### src/rtl/spi_pwm_pkg.sv
// Shared command-byte layout, decoder states and sizing helpers for the SPI PWM controller.
package spi_pwm_pkg;
   localparam int CMD_CH_LSB  = 0;
   localparam int CMD_CH_W    = 4;
   localparam int CMD_SEL_BIT = 4;
   localparam int CMD_WR_BIT  = 5;
   localparam int CMD_RSV_LSB = 6;
   localparam int CMD_RSV_MSB = 7;
   localparam int IDX_W       = 2;

   typedef enum logic [1:0] {IDLE, DATA, DISCARD} state_t;

   function automatic int bytes_of(input int data_w);
      return data_w / 8;
   endfunction

   function automatic int ch_bits(input int num_ch);
      return (num_ch > 1) ? $clog2(num_ch) : 1;
   endfunction
endpackage

### src/rtl/spi_pwm_regbank.sv
// Freq/duty register bank with update pulses and byte read mux.
// `define SPI_PWM_SHADOW_EN to stage writes in shadow registers that commit when ss rises.
module spi_pwm_regbank
   import spi_pwm_pkg::*;
#(
   parameter int NUM_CH   = 8,
   parameter int DATA_W   = 16,
   parameter int FREQ_RST = 400,
   parameter int DUTY_RST = 0,
   parameter int CH_W     = 3
) (
   input  logic                     clk,
   input  logic                     rst_n,
`ifdef SPI_PWM_SHADOW_EN
   input  logic                     i_ss,
`endif
   input  logic                     i_wr_en,
   input  logic [CH_W-1:0]          i_wr_ch,
   input  logic                     i_wr_sel,
   input  logic [DATA_W-1:0]        i_wr_data,
   input  logic [CH_W-1:0]          i_rd_ch,
   input  logic                     i_rd_sel,
   input  logic [IDX_W-1:0]         i_rd_idx,
   output logic [7:0]               o_rd_byte,
   output logic [NUM_CH*DATA_W-1:0] freq_o,
   output logic [NUM_CH*DATA_W-1:0] duty_o,
   output logic [NUM_CH-1:0]        upd_o
);
   logic [NUM_CH-1:0][DATA_W-1:0] r_freq, r_duty, w_rd_freq, w_rd_duty;
   logic [NUM_CH-1:0]             w_wr_hit;
   logic [DATA_W-1:0]             w_rd_word;

   always_comb begin
      for (int c = 0; c < NUM_CH; c++) w_wr_hit[c] = i_wr_en && (i_wr_ch == CH_W'(c));
   end

`ifdef SPI_PWM_SHADOW_EN
   logic [NUM_CH-1:0][DATA_W-1:0] r_sh_freq, r_sh_duty;
   logic [NUM_CH-1:0]             r_dirty;
   logic                          r_ss_q;
   logic                          w_commit;

   // ss rising edge ends the frame and publishes every staged word at once
   assign w_commit = i_ss & ~r_ss_q;

   always_ff @(posedge clk or negedge rst_n) begin
      if (!rst_n) begin
         for (int c = 0; c < NUM_CH; c++) begin
            r_freq[c]    <= DATA_W'(FREQ_RST);
            r_duty[c]    <= DATA_W'(DUTY_RST);
            r_sh_freq[c] <= DATA_W'(FREQ_RST);
            r_sh_duty[c] <= DATA_W'(DUTY_RST);
         end
         r_dirty <= '0;
         r_ss_q  <= 1'b1;
         upd_o   <= '0;
      end else begin
         r_ss_q <= i_ss;
         upd_o  <= '0;
         for (int c = 0; c < NUM_CH; c++) begin
            if (w_wr_hit[c]) begin
               if (i_wr_sel) r_sh_duty[c] <= i_wr_data;
               else          r_sh_freq[c] <= i_wr_data;
            end
         end
         if (w_commit) begin
            r_freq  <= r_sh_freq;
            r_duty  <= r_sh_duty;
            upd_o   <= r_dirty;
            r_dirty <= '0;
         end else begin
            r_dirty <= r_dirty | w_wr_hit;
         end
      end
   end

   assign w_rd_freq = r_sh_freq;
   assign w_rd_duty = r_sh_duty;
`else
   always_ff @(posedge clk or negedge rst_n) begin
      if (!rst_n) begin
         for (int c = 0; c < NUM_CH; c++) begin
            r_freq[c] <= DATA_W'(FREQ_RST);
            r_duty[c] <= DATA_W'(DUTY_RST);
         end
         upd_o <= '0;
      end else begin
         upd_o <= w_wr_hit;
         for (int c = 0; c < NUM_CH; c++) begin
            if (w_wr_hit[c]) begin
               if (i_wr_sel) r_duty[c] <= i_wr_data;
               else          r_freq[c] <= i_wr_data;
            end
         end
      end
   end

   assign w_rd_freq = r_freq;
   assign w_rd_duty = r_duty;
`endif

   assign freq_o    = r_freq;
   assign duty_o    = r_duty;
   assign w_rd_word = i_rd_sel ? w_rd_duty[i_rd_ch] : w_rd_freq[i_rd_ch];
   assign o_rd_byte = 8'(w_rd_word >> {i_rd_idx, 3'b000});
endmodule

### src/rtl/spi_pwm_ctrl.sv
// SPI byte-stream decoder for NUM_CH PWM freq/duty registers with auto-incrementing channel.
// `define SPI_PWM_SHADOW_EN for shadowed writes committed at frame end.
module spi_pwm_ctrl
   import spi_pwm_pkg::*;
#(
   parameter int NUM_CH   = 8,
   parameter int DATA_W   = 16,
   parameter int FREQ_RST = 400,
   parameter int DUTY_RST = 0
) (
   input  logic                     clk,
   input  logic                     rst_n,
   input  logic                     ss,
   input  logic                     rx_byte_available,
   input  logic [7:0]               rx_byte,
   output logic [7:0]               tx_byte,
   output logic [NUM_CH*DATA_W-1:0] freq_o,
   output logic [NUM_CH*DATA_W-1:0] duty_o,
   output logic [NUM_CH-1:0]        upd_o,
   output logic                     cmd_err
);
   localparam int BYTES = bytes_of(DATA_W);
   localparam int CH_W  = ch_bits(NUM_CH);

   state_t            r_state, w_state_nxt;
   logic              r_avail_q, w_stb;
   logic [CH_W-1:0]   r_ch, w_ch_inc, w_rd_ch;
   logic              r_sel, r_wr, w_rd_sel;
   logic [IDX_W-1:0]  r_idx, w_rd_idx;
   logic [DATA_W-1:0] r_buf, w_wdata;
   logic [7:0]        w_rd_byte;
   logic              w_last, w_cmd_bad, w_cmd_acc, w_wr_en, w_tx_ld, w_data_stb;

   assign w_stb      = rx_byte_available & ~r_avail_q;
   assign w_last     = (r_idx == IDX_W'(BYTES - 1));
   assign w_ch_inc   = (r_ch == CH_W'(NUM_CH - 1)) ? '0 : r_ch + CH_W'(1);
   assign w_data_stb = w_stb && !ss && (r_state == DATA);
   assign w_cmd_bad  = ({28'd0, rx_byte[CMD_CH_LSB +: CMD_CH_W]} >= 32'(NUM_CH))
                     || (|rx_byte[CMD_RSV_MSB:CMD_RSV_LSB]);

   always_comb begin
      w_state_nxt = r_state;
      w_cmd_acc   = 1'b0;
      w_wr_en     = 1'b0;
      w_tx_ld     = 1'b0;
      w_rd_ch     = r_ch;
      w_rd_sel    = r_sel;
      w_rd_idx    = r_idx + IDX_W'(1);
      w_wdata     = r_buf;
      w_wdata[(BYTES-1)*8 +: 8] = rx_byte;
      if (ss) begin
         w_state_nxt = IDLE;
      end else if (w_stb) begin
         case (r_state)
            IDLE: begin
               if (w_cmd_bad) begin
                  w_state_nxt = DISCARD;
               end else begin
                  w_cmd_acc   = 1'b1;
                  w_tx_ld     = 1'b1;
                  w_rd_ch     = rx_byte[CMD_CH_LSB +: CH_W];
                  w_rd_sel    = rx_byte[CMD_SEL_BIT];
                  w_rd_idx    = '0;
                  w_state_nxt = DATA;
               end
            end
            DATA: begin
               // prefetch the byte the master clocks out next, crossing into ch+1 after a word
               w_tx_ld = 1'b1;
               if (w_last) begin
                  w_rd_ch  = w_ch_inc;
                  w_rd_idx = '0;
                  w_wr_en  = r_wr;
               end
            end
            DISCARD: ;
            default: w_state_nxt = IDLE;
         endcase
      end
   end

   always_ff @(posedge clk or negedge rst_n) begin
      if (!rst_n) begin
         r_state   <= IDLE;
         r_avail_q <= 1'b0;
         r_ch      <= '0;
         r_sel     <= 1'b0;
         r_wr      <= 1'b0;
         r_idx     <= '0;
         r_buf     <= '0;
         tx_byte   <= '0;
         cmd_err   <= 1'b0;
      end else begin
         r_avail_q <= rx_byte_available;
         r_state   <= w_state_nxt;
         cmd_err   <= w_stb && !ss && (r_state == IDLE) && w_cmd_bad;
         if (w_tx_ld) tx_byte <= w_rd_byte;
         if (ss) begin
            r_idx <= '0;
         end else if (w_cmd_acc) begin
            r_ch  <= rx_byte[CMD_CH_LSB +: CH_W];
            r_sel <= rx_byte[CMD_SEL_BIT];
            r_wr  <= rx_byte[CMD_WR_BIT];
            r_idx <= '0;
         end else if (w_data_stb) begin
            for (int b = 0; b < BYTES; b++)
               if (r_idx == IDX_W'(b)) r_buf[b*8 +: 8] <= rx_byte;
            if (w_last) begin
               r_idx <= '0;
               r_ch  <= w_ch_inc;
            end else begin
               r_idx <= r_idx + IDX_W'(1);
            end
         end
      end
   end

   spi_pwm_regbank #(
      .NUM_CH(NUM_CH), .DATA_W(DATA_W), .FREQ_RST(FREQ_RST), .DUTY_RST(DUTY_RST), .CH_W(CH_W)
   ) u_regbank (
      .clk       (clk),
      .rst_n     (rst_n),
`ifdef SPI_PWM_SHADOW_EN
      .i_ss      (ss),
`endif
      .i_wr_en   (w_wr_en),
      .i_wr_ch   (r_ch),
      .i_wr_sel  (r_sel),
      .i_wr_data (w_wdata),
      .i_rd_ch   (w_rd_ch),
      .i_rd_sel  (w_rd_sel),
      .i_rd_idx  (w_rd_idx),
      .o_rd_byte (w_rd_byte),
      .freq_o    (freq_o),
      .duty_o    (duty_o),
      .upd_o     (upd_o)
   );
endmodule

### config.mk
export PLATFORM = sky130hd
export DESIGN_NAME = spi_pwm_ctrl
export DESIGN_NICKNAME = d
export VERILOG_FILES = /design/src/rtl/spi_pwm_pkg.sv /design/src/rtl/spi_pwm_regbank.sv /design/src/rtl/spi_pwm_ctrl.sv
export SDC_FILE = /design/constraint.sdc
export NUM_CORES = 1
export LEC_CHECK = 0
export ABC_CLOCK_PERIOD_IN_PS = 2700
export CAP_MARGIN = 15
export CORE_MARGIN = 2
export CORE_UTILIZATION = 40
export CTS_CLUSTER_SIZE = 8
export DETAILED_ROUTE_END_ITERATION = 6
export PLACE_DENSITY = 0.75
export SYNTH_ARGS = -nofsm -noshare
export SYNTH_HDL_FRONTEND = slang
export SYNTH_SLANG_ARGS = --single-unit
### constraint.sdc
create_clock -name clk -period 2.7 [get_ports clk]
set_input_delay 0.27 -clock clk [delete_from_list [all_inputs] [get_ports clk]]
set_output_delay 0.27 -clock clk [all_outputs]
set_load 0.01 [all_outputs]
==> run summary, run 1 <==
flow finished, numbers: pwr/cell area=between 500 and 600 nW/µm², Seq pwr share=0.398, fin crit period=between 2 and 3 ns, CP top delay family=buffers and inverters, Final Hold Vio Count=0, Leakage=8.98 nW, relative slew slack=0.299, Adder Area Share=0.0100, grt total ovfl=0, # DRC=0, Synth Cell Area=roughly 14000 µm², Worst setup SP type=register, WHS=approximately 0.28 ns, Root Buffer=clkbuf_16, status=finished clean, Pwr Total=roughly 11 mW, Worst Slack Setup Final=between 0.015 and 0.02 ns, Finished Cell Area=19700 µm², CTS sink count=slightly below 300, RSZ-0062 raised after global routing=yes, Basic Gates by Area=0.0997, core area=33600 µm², nets=1537, share of cells above drive strength 1=0.356, Starting Density=0.408, internal power=8.28 mW, syn_nets=between 1000 and 1500, Dominant flop cell=dfrtp_1
==> run 1: timing repair <==
| item | in CTS | in global routing |
|---|---|---|
| cloned | 1 | 3 |
| setup endpoints to repair | 7 | 65 |
| hold endpoints to repair | 57 | 0 |
| pin swaps | 2 | 27 |
| gates resized | 11 | 40 |
| hold buffers | 1 | 0 |
| setup buffers | 1 | 23 |
==> run 1: power by group through the flow <==
stage | clock, mW | sequential, mW | combinational (mW)
after CTS | 4.87 | 4.51 | 1.70
after floorplan | 0 | 4.55 | 0.791
after detailed placement | 0 | 4.58 | 1.63
after global placement | 0 | 4.58 | 1.61
final | 4.83 | 4.52 | 2.00
after global routing | 5.07 | 4.52 | 2.09
==> run 1: synthesized netlist by cell type (all sizes together), types with 2 or more instances <==
cell	instances	area, µm²
dfrtp	267	6680
a22oi	10	75.1
a32oi	8	70.1
inv	9	33.8
clkbuf	32	120
nand4b	7	61.3
nand3	37	185
nand2	158	601
a221oi	2	23.8
o31ai	2	20.0
nand2b	2	12.5
buf	54	347
o22ai	9	56.3
and3	9	56.3
a21oi	8	40.0
and2	3	18.8
a2bb2oi	2	17.5
nand4	32	200
dfstp	24	631
nor2	16	77.6
o211ai	9	67.6
nor3	2	10.0
mux2	274	3090
o31a	2	17.5
a31oi	17	106
mux2i	66	673
ha	11	138
nor2b	9	56.3
o21ai	13	72.6
==> run 1: cells by family after synthesis <==
group | count (synthesis)
AOI/OAI and AO/OA | 88
adders and majority gates | 11
buffers and inverters | 95
DFF | 291
muxes | 340
and+or+nand+nor | 283
==> run 1: sequential cells by signal, summed over array words and instances, names as in the netlist, 2 cells and up <==
name and count:
u_regbank.duty_o 128, u_regbank.freq_o 128, r_buf 8, tx_byte 8, u_regbank.upd_o 8, r_ch 3
r_idx 2, r_state 2
==> run 1: area by class of cell <==
class | count | area [µm²] | share of cell area
clock buffers | 67 | 1180 | 0.0597
clock inverters | 2 | 13.8 | 0.000698
inverters | 9 | 38.8 | 0.00197
multi-input cells | 722 | 6070 | 0.308
flip-flops and latches | 291 | 7310 | 0.371
well taps | 448 | 561 | 0.0284
repair buffers | 448 | 4530 | 0.230
==> run 1: per-layer routing <==
metal,wire length (µm),vias up
met2,23600,647
met1,20900,5775
met3,4840,107
met4,1380,0
met5,0,-
li1,-,4789
==> run 1: worst max-delay path by stage <==
stage	from	end	slack, ns	cells past startpoint
final	r_state[0]$_DFFE_PN0P_	tx_byte[2]$_DFFE_PN0P_	0.02	13
after global routing	r_ch[0]$_DFFE_PN0P_	tx_byte[2]$_DFFE_PN0P_	-0.04	13
after CTS	r_ch[0]$_DFFE_PN0P_	tx_byte[2]$_DFFE_PN0P_	0.0003	12
after detailed placement	rx_byte_available	tx_byte[4]$_DFFE_PN0P_	-0.36	11
after global placement	rx_byte_available	tx_byte[4]$_DFFE_PN0P_	-0.33	11
after floorplan	r_idx[1]$_DFFE_PN0P_	tx_byte[0]$_DFFE_PN0P_	0.18	11
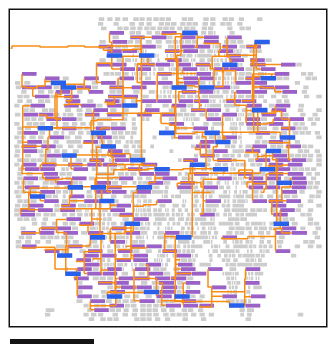
(run_1/clk_routes.png)
Scale bar: 50 µm.
[clock wires] orange | length: 3900 µm
[clock drivers] blue | count: 42
[flip-flops] purple | count: 291
flops lie	widely spread
routed clock nets	43
Clk pwr share: 0.425
clk ins delay skew pair: 0.52 ns
skew final: 0.0176 ns

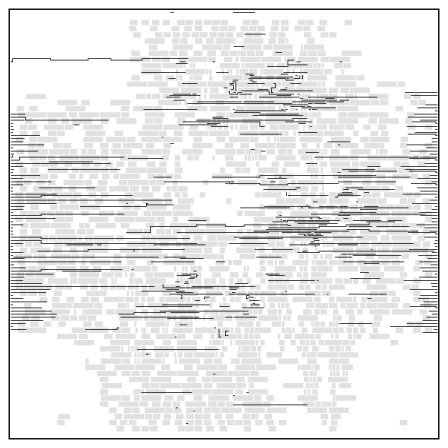
(run_1/layer_met3.png)
Cells faint in the background.
share of all routed wire	9.6%
wire length on this layer	4840 µm
nets with wire on the layer	306
main direction	horizontal
final wirelength: 50700 µm
met3 Usage GRT: 0.0754
vias post-DR: 11300

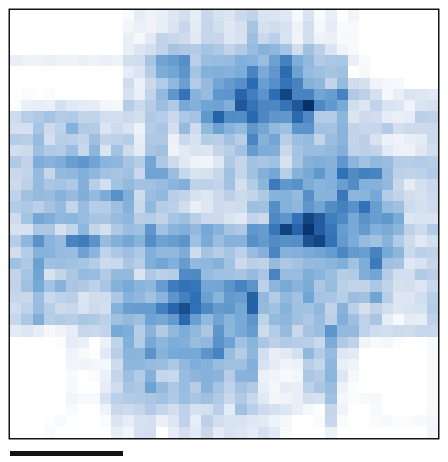
(run_1/metal_density.png)
Scale bar: 50 µm. The die is cut into 38 by 38 equal tiles; white is low, dark blue is high, scaled to the fullest tile. Values are wire area over tile area, all layers added.
mean over tiles	0.23
fullest tile	0.82
tiles over half the peak	14%
emptiest ninth of the die	top left
nearly empty tiles	16%
GRT Util Overall: 0.272
Avg WL per Cell: 25.5 µm

==> run_1/clocks.png <==
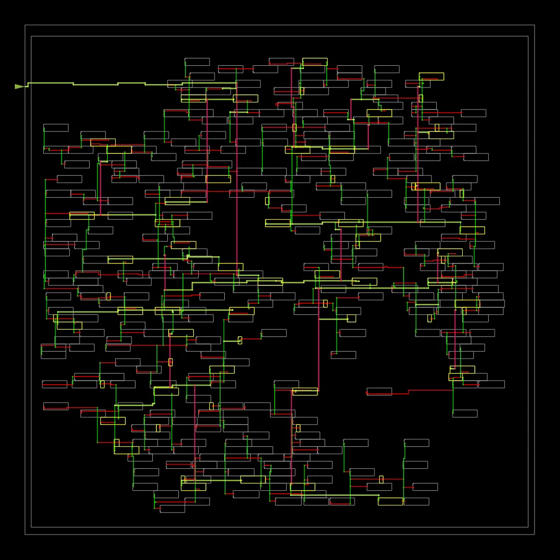

==> inputs of run 2 (changes only) <==
--- a/config.mk
+++ b/config.mk
@@ -8,10 +8,10 @@
 export ABC_CLOCK_PERIOD_IN_PS = 2700
 export CAP_MARGIN = 15
 export CORE_MARGIN = 2
-export CORE_UTILIZATION = 40
+export CORE_UTILIZATION = 50
 export CTS_CLUSTER_SIZE = 8
 export DETAILED_ROUTE_END_ITERATION = 6
-export PLACE_DENSITY = 0.75
+export PLACE_DENSITY = 0.88
 export SYNTH_ARGS = -nofsm -noshare
 export SYNTH_HDL_FRONTEND = slang
 export SYNTH_SLANG_ARGS = --single-unit
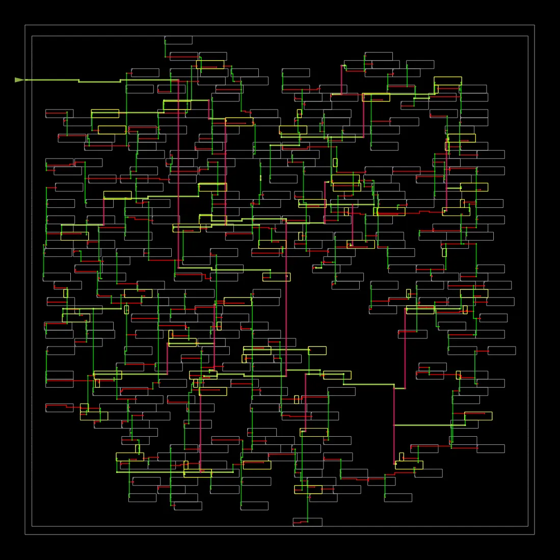
(run_2/clocks.png)
skew final: 0.0110 ns
CTS sink count: 291

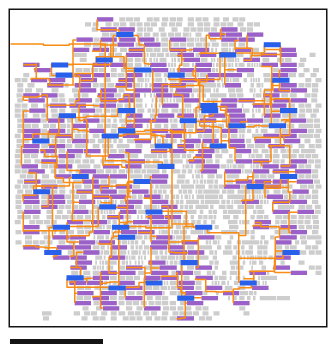
(run_2/clk_routes.png)
Scale bar: 50 µm.
[flip-flops] purple | count: 291
[clock drivers] blue | count: 42
[clock wires] orange | length: 3660 µm
routed clock nets	43
Clk pwr share: 0.421
P_clk: 4.72 mW

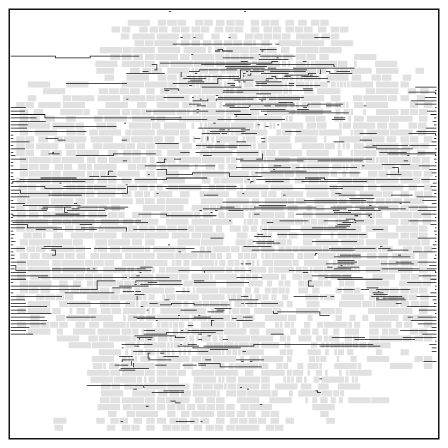
(run_2/layer_met3.png)
Cells faint in the background.
wire length on this layer	5270 µm
longest straight run	74.1 µm
nets with wire on the layer	365
main direction	horizontal
share of all routed wire	10%
vias post-DR: 11800
met3 Usage GRT: 0.0954

==> run 2 against run 1 <==
  * The run now ends with setup timing left
  * Setup slack got worse by 0.097 ns
  * Sequential share of layout area increased by 0.39 points
  * Critical endpoint is now tx_byte[6]$_DFFE_PN0P_
  * Register-to-register slack got worse by 0.097 ns
  * Fmax decreased by 3.5%
  * Sequential power about the same
  * Core utilization increased by 14 points
  * Clock skew decreased by 0.0066 ns
  * First-iteration DRC count increased by 28%
  * Global-route usage increased by 6.7 points
==> run summary, run 2 <==
flow finished, numbers: pwr/cell area=575 nW/µm² (-0.19%), Synth top cell by count=mux2_2, Area leader share=0.487 (unchanged), Port Buf Inserts=around 280, Root Buffer=clkbuf_16, CP top delay family=AND-OR/OR-AND gates, die area=28800 µm², CP Data Required Time=approximately 3 ns, cell count along the critical path=12 (-1), WHS=0.280 ns (+0.00292 ns), Finish-stage setup viols=7, Top cell excl fill/tap=clkdlybuf4s50_1, Starting Density=0.509 (+0.101), clk ins delay skew pair=0.52 ns (about the same), top cells by area=dfrtp_1 49%, mux2_2 23%, mux2i_1 4.7%, dfstp_2 4.6%, nand2_1 4.3%, GRT Util Overall=0.339 (+0.0669), Dominant flop cell=dfrtp_1, largest area contributor in the netlist=dfrtp_1, RSZ-0062 raised after global routing=yes, Leakage=8.87 nW (-1.2%), Synth Cell Area=13700 µm² (unchanged), # DRC=0 (unchanged), status=complete, but fails checks, nets=1516 (-1.4%), Final Hold Vio Count=0 (unchanged), Worst setup SP type=register, grt total ovfl=0 (unchanged), fin crit share=1.03, syn_nets=1131 (unchanged), relative slew slack=0.298 (-0.00142), failing checks=setup timing, fraction of registers with async set/reset=1.00, share of cells above drive strength 1=0.353 (-0.00317), Avg WL per Cell=27.1 µm (+6.1%), core area=27000 µm² (-20%), final wirelength=50300 µm (-0.81%), Worst Slack Setup Final=-0.0792 ns (-0.0973 ns)
-- run 2: cell types whose count changed in the layout (fill, tap and decap cells not counted), moves of 3 or more --
| cell | previous run | this run |
|---|---|---|
| a32oi_1 | 8 | 4 |
| a32oi_2 | 0 | 4 |
| buf_12 | 24 | 28 |
| buf_4 | 125 | 99 |
| buf_6 | 6 | 10 |
| ha_1 | 4 | 7 |
| mux2i_1 | 63 | 58 |
| mux2i_4 | 3 | 7 |
| nand2_1 | 157 | 154 |
| nand2_2 | 0 | 3 |
| nand3_1 | 37 | 34 |
| nand3_2 | 0 | 3 |
-- run 2: through the flow --
| step | power, mW | util | std cells | setup slack, ns |
|---|---|---|---|---|
| 2_1_floorplan | 5.35 | - | 1108 | 0.179 |
| 6_report | 11.2 | 0.723 | 1857 | -0.0792 |
| 3_5_place_dp | 6.20 | 0.660 | 1769 | -0.342 |
| 5_1_grt | 11.5 | 0.723 | 1857 | -0.161 |
| 3_3_place_gp | 6.17 | 0.660 | 1769 | -0.304 |
| 4_1_cts | 11.0 | 0.712 | 1846 | -0.0199 |
-- run 2: kinds of logic after synthesis --
logic type      count (synthesis)  synth area share
flops                         291             0.533
compound gates                 88            0.0463
simple gates                  283            0.0997
buf+inv                        95            0.0365
mux                           340             0.274
fa+ha+maj                      11            0.0100
-- run 2: what timing repair did --
item | CTS | global route
buffers inserted | 8 | 9
endpoints found under the setup margin | 24 | 67
pin swaps | 8 | 26
cloned | 1 | 4
gates resized | 17 | 39
hold endpoints to repair | 82 | 0
hold buffers | 1 | 0
-- run 2: layout make-up --
type                            instances  area [µm²]
Sequential cell                       291        7310
Clock buffer                           65        1140
Timing Repair Buffer                  427        4400
Inverter                                9        36.3
Multi-Input combinational cell        722        6160
Clock inverter                          2        23.8
Tap cell                              341         427
Fill cell                            1724        7450
-- run 2: final timing paths --
kind,start,to,slack (ns)
max,r_ch[0]$_DFFE_PN0P_,tx_byte[6]$_DFFE_PN0P_,-0.08
max in group asynchronous,rst_n,u_regbank.freq_o[88]$_DFFE_PN1P_,1.44
min reg2reg,r_wr$_DFFE_PN0P_,r_wr$_DFFE_PN0P_,0.53
max reg2reg,r_ch[0]$_DFFE_PN0P_,tx_byte[6]$_DFFE_PN0P_,-0.08
min in group asynchronous,rst_n,u_regbank.freq_o[50]$_DFFE_PN0P_,0.36
min,rx_byte_available,r_avail_q$_DFF_PN0_,0.28
-- run 2: per-layer routing --
metal  up-vias  track usage  wire (µm)
met2       854        0.549      24000
li1       4765            -          -
met3       208       0.0954       5270
met5         -            0          0
met4         0        0.153       2410
met1      5949        0.426      18600
-- run 2: worst reg2reg max path: cells and delay by family, from the launching register on --
| kind | cells | cell delay, ns |
|---|---|---|
| DFF | 1 | 0.42 |
| and+or+nand+nor | 1 | 0.32 |
| AOI/OAI and AO/OA | 5 | 0.86 |
| muxes | 1 | 0.19 |
| adders and majority gates | 2 | 0.40 |
| buffers and inverters | 3 | 0.46 |
-- run 2: power by group --
| part | leakage, nW | switching (mW) | internal (mW) |
|---|---|---|---|
| clock network | 0.552 | 1.86 | 2.86 |
| logic | 4.36 | 1.09 | 0.862 |
| registers | 3.96 | 0.113 | 4.42 |
Power and IR drop assume default switching activity.
